### src/rtl/fx_out_i2s_tx_if.sv
// Stereo sample handshake from the last FX stage into the I2S output stage.
// audio_in[0] is left, audio_in[1] is right, two's complement, DATA_W bits each.
// Transfer happens on any clock where in_valid and in_ready are both high.
interface fx_out_i2s_tx_if #(
  parameter int DATA_W = 16
);
  logic [1:0][DATA_W-1:0] audio_in;
  logic                   in_valid;
  logic                   in_ready;

  modport master (output audio_in, output in_valid, input in_ready);
  modport slave  (input audio_in, input in_valid, output in_ready);
endinterface

### src/rtl/fx_out_i2s_tx.sv
// I2S master transmitter: one-frame holding buffer feeding a BCLK/LRCLK/SDATA serialiser.
// Latency: a sample held at least 1 clk before a frame load has its left MSB on sdata at that load.
// Backpressure: in_ready = !hold_valid; the buffer frees only when a frame load consumes it.
module fx_out_i2s_tx #(
  parameter int DATA_W  = 16,
  parameter int CLK_DIV = 4
) (
  input  logic                 clk,
  input  logic                 reset,
  input  logic                 enable,
  fx_out_i2s_tx_if.slave       in_if,
  output logic                 i2s_bclk,
  output logic                 i2s_lrclk,
  output logic                 i2s_sdata,
  output logic                 underrun
);

  localparam int FRAME_W = 2 * DATA_W;
  localparam int CNT_W   = $clog2(FRAME_W);
  localparam int DIV_W   = (CLK_DIV > 1) ? $clog2(CLK_DIV) : 1;
  localparam logic [CNT_W-1:0] LAST_SLOT = CNT_W'(FRAME_W - 1);
  localparam logic [DIV_W-1:0] DIV_LAST  = DIV_W'(CLK_DIV - 1);

  logic [DIV_W-1:0]             div_cnt_q, div_cnt_d;
  logic [CNT_W-1:0]             bit_cnt_q, bit_cnt_d;
  logic                         bclk_q, bclk_d;
  logic                         lrclk_q, lrclk_d;
  logic                         sdata_q, sdata_d;
  logic                         underrun_q, underrun_d;
  logic [FRAME_W-1:0]           sr_q, sr_d;
  logic [1:0][DATA_W-1:0]       hold_q, hold_d;
  logic                         hold_valid_q, hold_valid_d;
  logic [CNT_W-1:0]             slot;
  logic                         accept;

  assign in_if.in_ready = !hold_valid_q;
  assign accept         = in_if.in_valid && !hold_valid_q;

  assign i2s_bclk  = bclk_q;
  assign i2s_lrclk = lrclk_q;
  assign i2s_sdata = sdata_q;
  assign underrun  = underrun_q;

  // Next state: buffer capture, BCLK divider and per-falling-edge slot/serial update.
  always_comb begin
    div_cnt_d    = div_cnt_q;
    bit_cnt_d    = bit_cnt_q;
    bclk_d       = bclk_q;
    lrclk_d      = lrclk_q;
    sdata_d      = sdata_q;
    underrun_d   = 1'b0;
    sr_d         = sr_q;
    hold_d       = hold_q;
    hold_valid_d = hold_valid_q;
    slot         = bit_cnt_q;

    // The handshake keeps working whether or not the serial side runs.
    if (accept) begin
      hold_d       = in_if.audio_in;
      hold_valid_d = 1'b1;
    end

    if (!enable) begin
      // Abandon any partial frame; the next enable starts with a rising BCLK.
      div_cnt_d = '0;
      bit_cnt_d = LAST_SLOT;
      bclk_d    = 1'b0;
      lrclk_d   = 1'b0;
      sdata_d   = 1'b0;
    end else if (div_cnt_q == DIV_LAST) begin
      div_cnt_d = '0;
      bclk_d    = !bclk_q;
      // BCLK falling edge: advance to the next slot and drive its bit.
      if (bclk_q) begin
        slot      = (bit_cnt_q == LAST_SLOT) ? '0 : bit_cnt_q + 1'b1;
        bit_cnt_d = slot;
        if (slot == '0) begin
          // Frame load. A sample accepted on this same clk is not yet visible
          // here, so it waits in hold for the following frame.
          if (hold_valid_q) begin
            sr_d         = {hold_q[0], hold_q[1]};
            hold_valid_d = 1'b0;
          end else begin
            sr_d       = '0;
            underrun_d = 1'b1;
          end
        end
        sdata_d = sr_d[LAST_SLOT - slot];
        // Word select switches one slot before the channel's MSB.
        lrclk_d = (slot >= CNT_W'(DATA_W - 1)) && (slot <= CNT_W'(FRAME_W - 2));
      end
    end else begin
      div_cnt_d = div_cnt_q + 1'b1;
    end
  end

  // State registers with immediate return to idle on reset.
  always_ff @(posedge clk or posedge reset) begin
    if (reset) begin
      div_cnt_q    <= '0;
      bit_cnt_q    <= LAST_SLOT;
      bclk_q       <= 1'b0;
      lrclk_q      <= 1'b0;
      sdata_q      <= 1'b0;
      underrun_q   <= 1'b0;
      sr_q         <= '0;
      hold_q       <= '0;
      hold_valid_q <= 1'b0;
    end else begin
      div_cnt_q    <= div_cnt_d;
      bit_cnt_q    <= bit_cnt_d;
      bclk_q       <= bclk_d;
      lrclk_q      <= lrclk_d;
      sdata_q      <= sdata_d;
      underrun_q   <= underrun_d;
      sr_q         <= sr_d;
      hold_q       <= hold_d;
      hold_valid_q <= hold_valid_d;
    end
  end

endmodule

### src/flat_wrapper.sv
// flat-port wrapper written by rule: the top's interface ports become plain ports
module fx_out_i2s_tx_flat 
#(
  parameter int DATA_W  = 16,
  parameter int CLK_DIV = 4
)
  (clk, reset, enable, i2s_bclk, i2s_lrclk, i2s_sdata, underrun, in_if_audio_in, in_if_in_valid, in_if_in_ready);
  fx_out_i2s_tx_if #(.DATA_W(DATA_W)) in_if_i ();
  input  logic clk;
  input  logic reset;
  input  logic enable;
  output logic i2s_bclk;
  output logic i2s_lrclk;
  output logic i2s_sdata;
  output logic underrun;
  input wire logic [$bits(in_if_i.audio_in)-1:0] in_if_audio_in;
  input wire logic [$bits(in_if_i.in_valid)-1:0] in_if_in_valid;
  output wire logic [$bits(in_if_i.in_ready)-1:0] in_if_in_ready;
  assign in_if_i.audio_in = in_if_audio_in;
  assign in_if_i.in_valid = in_if_in_valid;
  assign in_if_in_ready = in_if_i.in_ready;
  fx_out_i2s_tx #(.DATA_W(DATA_W), .CLK_DIV(CLK_DIV)) u_core (.clk(clk), .reset(reset), .enable(enable), .in_if(in_if_i), .i2s_bclk(i2s_bclk), .i2s_lrclk(i2s_lrclk), .i2s_sdata(i2s_sdata), .underrun(underrun));
endmodule
### config.mk
export PLATFORM = sky130hd
export DESIGN_NAME = fx_out_i2s_tx_flat
export DESIGN_NICKNAME = d
export VERILOG_FILES = /design/src/rtl/fx_out_i2s_tx_if.sv /design/src/rtl/fx_out_i2s_tx.sv /design/src/flat_wrapper.sv
export SDC_FILE = /design/constraint.sdc
export NUM_CORES = 1
export LEC_CHECK = 0
export CAP_MARGIN = 0
export CORE_MARGIN = 8
export CORE_UTILIZATION = 60
export CTS_CLUSTER_SIZE = 14
export DETAILED_ROUTE_END_ITERATION = 16
export PLACE_DENSITY = 0.87
export SLEW_MARGIN = 20
export SYNTH_ARGS = -nofsm -noshare
export SYNTH_HDL_FRONTEND = slang
export SYNTH_SLANG_ARGS = --single-unit
### constraint.sdc
create_clock -name clk -period 7.46 [get_ports clk]
set_clock_uncertainty 0.15 [all_clocks]
set_input_delay 2.238 -clock clk [delete_from_list [all_inputs] [get_ports clk]]
set_output_delay 2.238 -clock clk [all_outputs]
set_load 0.1 [all_outputs]
met4.png
Bar = 20 µm.
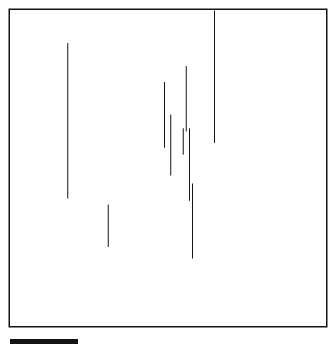
nets with wire on the layer: 7
wire length on this layer: 203 µm
Total Wirelength: 7280 µm
via count: 2585

cell_classes.png
Bar = 20 µm. Fill, decap, tap and diode cells in gray.
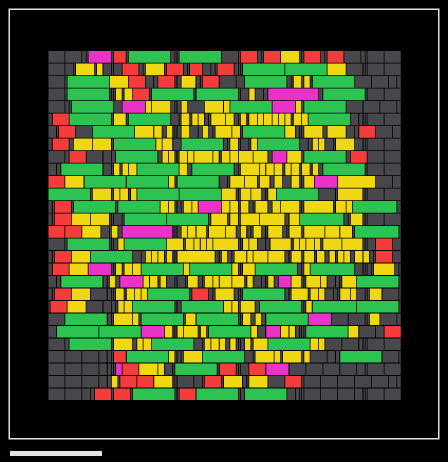
legend:
  red:
    class: other buffers and delay cells
    cells: 43
    share_of_their_area: 10%
  yellow:
    class: all other logic
    cells: 243
    share_of_their_area: 38%
  magenta:
    class: clock drivers and dummy loads
    cells: 16
    share_of_their_area: 5.5%
  green:
    class: flops
    cells: 76
    share_of_their_area: 46%
summed area of non-filler cells in the final layout: 4230 µm²
standard-cell rows: 28
utilization of the core after routing: 72.2%

metal_stack.png
Bar = 20 µm.
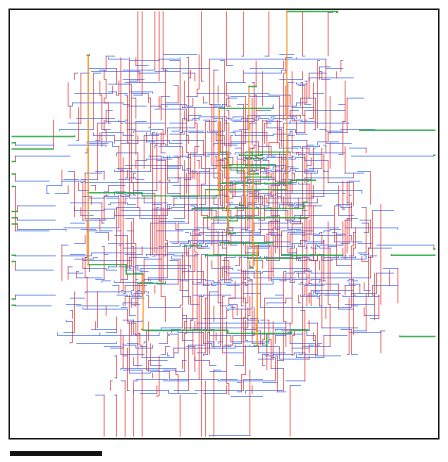
legend:
  orange:
    layer: met4
    wire_length: 203 µm
  green:
    layer: met3
    wire_length: 379 µm
  red:
    layer: met2
    wire_length: 3510 µm
  blue:
    layer: met1
    wire_length: 3180 µm
DR WL/cell: 16.1 µm
Tot GR Track Use: 18.0%

==> results.txt <==
Implementation progress

Data on the critical path is required at its endpoint by 5070 ps. The mapped cell area stands at approximately 3600 µm². The number of gates given a new drive strength after cts stands at 0.

The period utilization stands at approximately 58%. Endpoints failing hold in the final report were tallied at 0. The count of buffers inserted at the top-level ports stands at 40. Counting buffers and inverters, the worst setup path is 2 cells deep. The worst register-to-register path ends at u_core.sr_q[23]. The final RePlAce weighted congestion stands at a little over 0.9.

The end-of-flow timing check tallies setup violations at 0. The power density normalized to cell area stands at roughly 290 nW/µm². The combinational power share stands at between 20% and 30%.

The routed design could run at a clock period as short as between 4000 and 5000 ps. On the critical path, the stage with the largest delay is an instance of clkdlybuf4s50_1. The starting density of the core stands at about three fifths.

Per the synth stats, the flop cell with the highest instance count is dfrtp_1. The hold-critical path depth stands at 1. The post-route netlist has around a fifth of its cells at a drive strength greater than 1.

Walking the worst path, the cells encountered are inv_1 -> clkdlybuf4s50_1. TritonCTS built the clock tree. Synthesis produced approximately 340 cells. The detailed placement HPWL stands at 4730 µm. The detailed-route DRC error count stands at 0. The CTS report gives the tree buffer count as 9.

Per the power-grid run, VDD falls by no more than 0.224 mV. In this run the tightest slew margin relative to its limit is 35.3%. The number of hold buffers added after cts stands at 0. The die is 93.1 µm wide. In the hold report, the worst path ends at u_core.div_cnt_q[0]. In this run the clock root is driven by a clkbuf_8.

The net switching power of the design stands at roughly 350 µW. The number of global-route vias before repair stands at roughly 2600. The power report lists cell-internal power as about 870 µW. The post-detailed-route count of antenna-violating nets stands at 0.

The count of inserted antenna diode cells stands at 0. The residual overflow from global routing stands at 0. The iteration count of the initial detailed-routing pass stands at 4.

The minimum hold slack stands at between 200 and 300 ps. In this run the mean area of a mapped cell was approximately 11 µm². The synthesis report lists the Yosys warning total as 0.

For the final routed database, the setup TNS stands at 0 ps. In this run the static leakage power is between 0.0015 and 0.002 µW. The number of cells reported by Yosys stat comes to ~340. The run finished with clean final reports.

The worst path arrival time stands at 1950 ps. The tool warning count stands at 26. STA lists the startpoint of the worst register-to-register path as u_core.bit_cnt_q[0].

The number of flops mapped to enable cells by yosys stands at 0. The count of buffers added by post-CTS timing repair for setup stands at 0.
final_placement.png
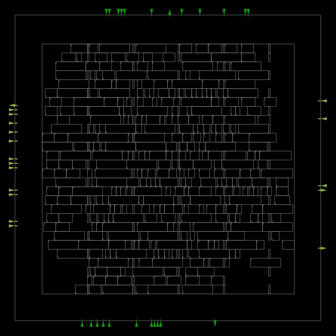
fill cell total of the finished layout: 413
Seq/total area: 45.1%
area of the core: 5850 µm²
final cell count without fillers: 453
total number of tap cells: 75

gate_families.png
Bar = 20 µm.
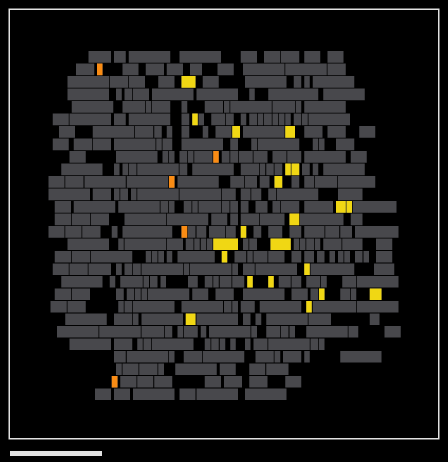
legend:
  yellow:
    family: NOR gates
    cells: 21
    most_used: nor2_1
  orange:
    family: inverters
    cells: 5
    most_used: inv_1
Comb/total area: 36.8%
most common logic cell in the routed design: nand2_1

## synth_stat cells (3+ instances only)
library cell | instances | area [µm²]
a21oi_1 | 4 | 20.0
nor3_1 | 3 | 15.0
a211oi_1 | 4 | 30.0
nor2_1 | 10 | 37.5
nand2_1 | 78 | 293
nor2b_1 | 5 | 31.3
dfstp_2 | 5 | 131
o211ai_1 | 3 | 22.5
mux2i_1 | 3 | 30.0
inv_1 | 5 | 18.8
and2_1 | 5 | 31.3
ha_1 | 3 | 37.5
mux2_2 | 35 | 394
dfrtp_1 | 71 | 1780
clkbuf_1 | 17 | 63.8
nand3_1 | 8 | 40.0
o21ai_0 | 38 | 190
## through the flow
step / std cells / power [µW] / instance area, µm²
global placement: 437 / 854 / 3990
finish: 453 / 1220 / 4230
floorplan: 340 / 792 / 3570
CTS: 453 / 1230 / 4220
global route: 453 / 1290 / 4230
detailed placement: 437 / 873 / 3990
## logic make-up (layout without fill, tap and decap cells)
logic type,after synthesis,in the layout,synth area share (%)
and+or+nand+nor,126,126,16.6
DFF,76,76,53.4
AOI/OAI and AO/OA,65,65,11.4
muxes,41,41,13.6
buffers and inverters,26,64,3.26
adders and majority gates,3,3,1.05
xor gates and xnor gates,3,3,0.736
## power by group through the flow
stage	logic [µW]	registers [µW]	clock network [µW]
floorplan	220	572	0
global placement	270	584	0
detailed placement	283	591	0
CTS	286	584	359
global route	315	596	376
finish	283	584	354
## metal layers
metal	routed length (µm)	GRT usage [%]
met1	3180	22.2
met2	3510	27.5
met3	379	4.57
met4	202	11.4
met5	0	0
## placed cells by master (no fill, tap or decap), types with 2 or more instances in the layout
master	count
dfrtp_1	71
a21oi_1	4
or3_1	2
or2_2	2
clkbuf_8	10
buf_4	3
a211o_1	2
nor2_1	10
nor3_1	3
nand3_1	8
xor2_1	2
o211ai_1	3
a211oi_1	4
a31oi_1	2
nand2_1	78
clkinv_4	2
nor2b_1	4
and3_1	2
clkdlybuf4s50_1	40
dfstp_2	5
o21ai_0	38
mux2_2	35
ha_1	3
inv_1	4
and2_1	5
mux2i_1	3
bufinv_16	2
## cell type report
class                           count  area, µm²
Sequential cell                    76       1910
Tap cell                           75       93.8
Inverter                            5       18.8
Clock buffer                       11        141
Timing Repair Buffer               43        423
Multi-Input combinational cell    238       1560
Clock inverter                      5       85.1
Fill cell                         413       1620
## flip-flops by register name (all words and copies together) (netlist names)
name / flops
u_core.bit_cnt_q: 5
u_core.i2s_lrclk: 1
u_core.i2s_sdata: 1
u_core.underrun: 1
u_core.sr_q: 32
u_core.i2s_bclk: 1
u_core.hold_valid_q: 1
u_core.div_cnt_q: 2
u_core.hold_q: 32
## worst max path at each step
stage | from | end
after global placement | enable | u_core.sr_q[23]
after floorplan | reset | u_core.div_cnt_q[0]
after CTS | u_core.hold_valid_q | in_if_in_ready
after global routing | u_core.hold_valid_q | in_if_in_ready
final | u_core.hold_valid_q | in_if_in_ready
after detailed placement | enable | u_core.sr_q[23]
Power figures rest on the tool's default switching activity, not on a simulated workload.
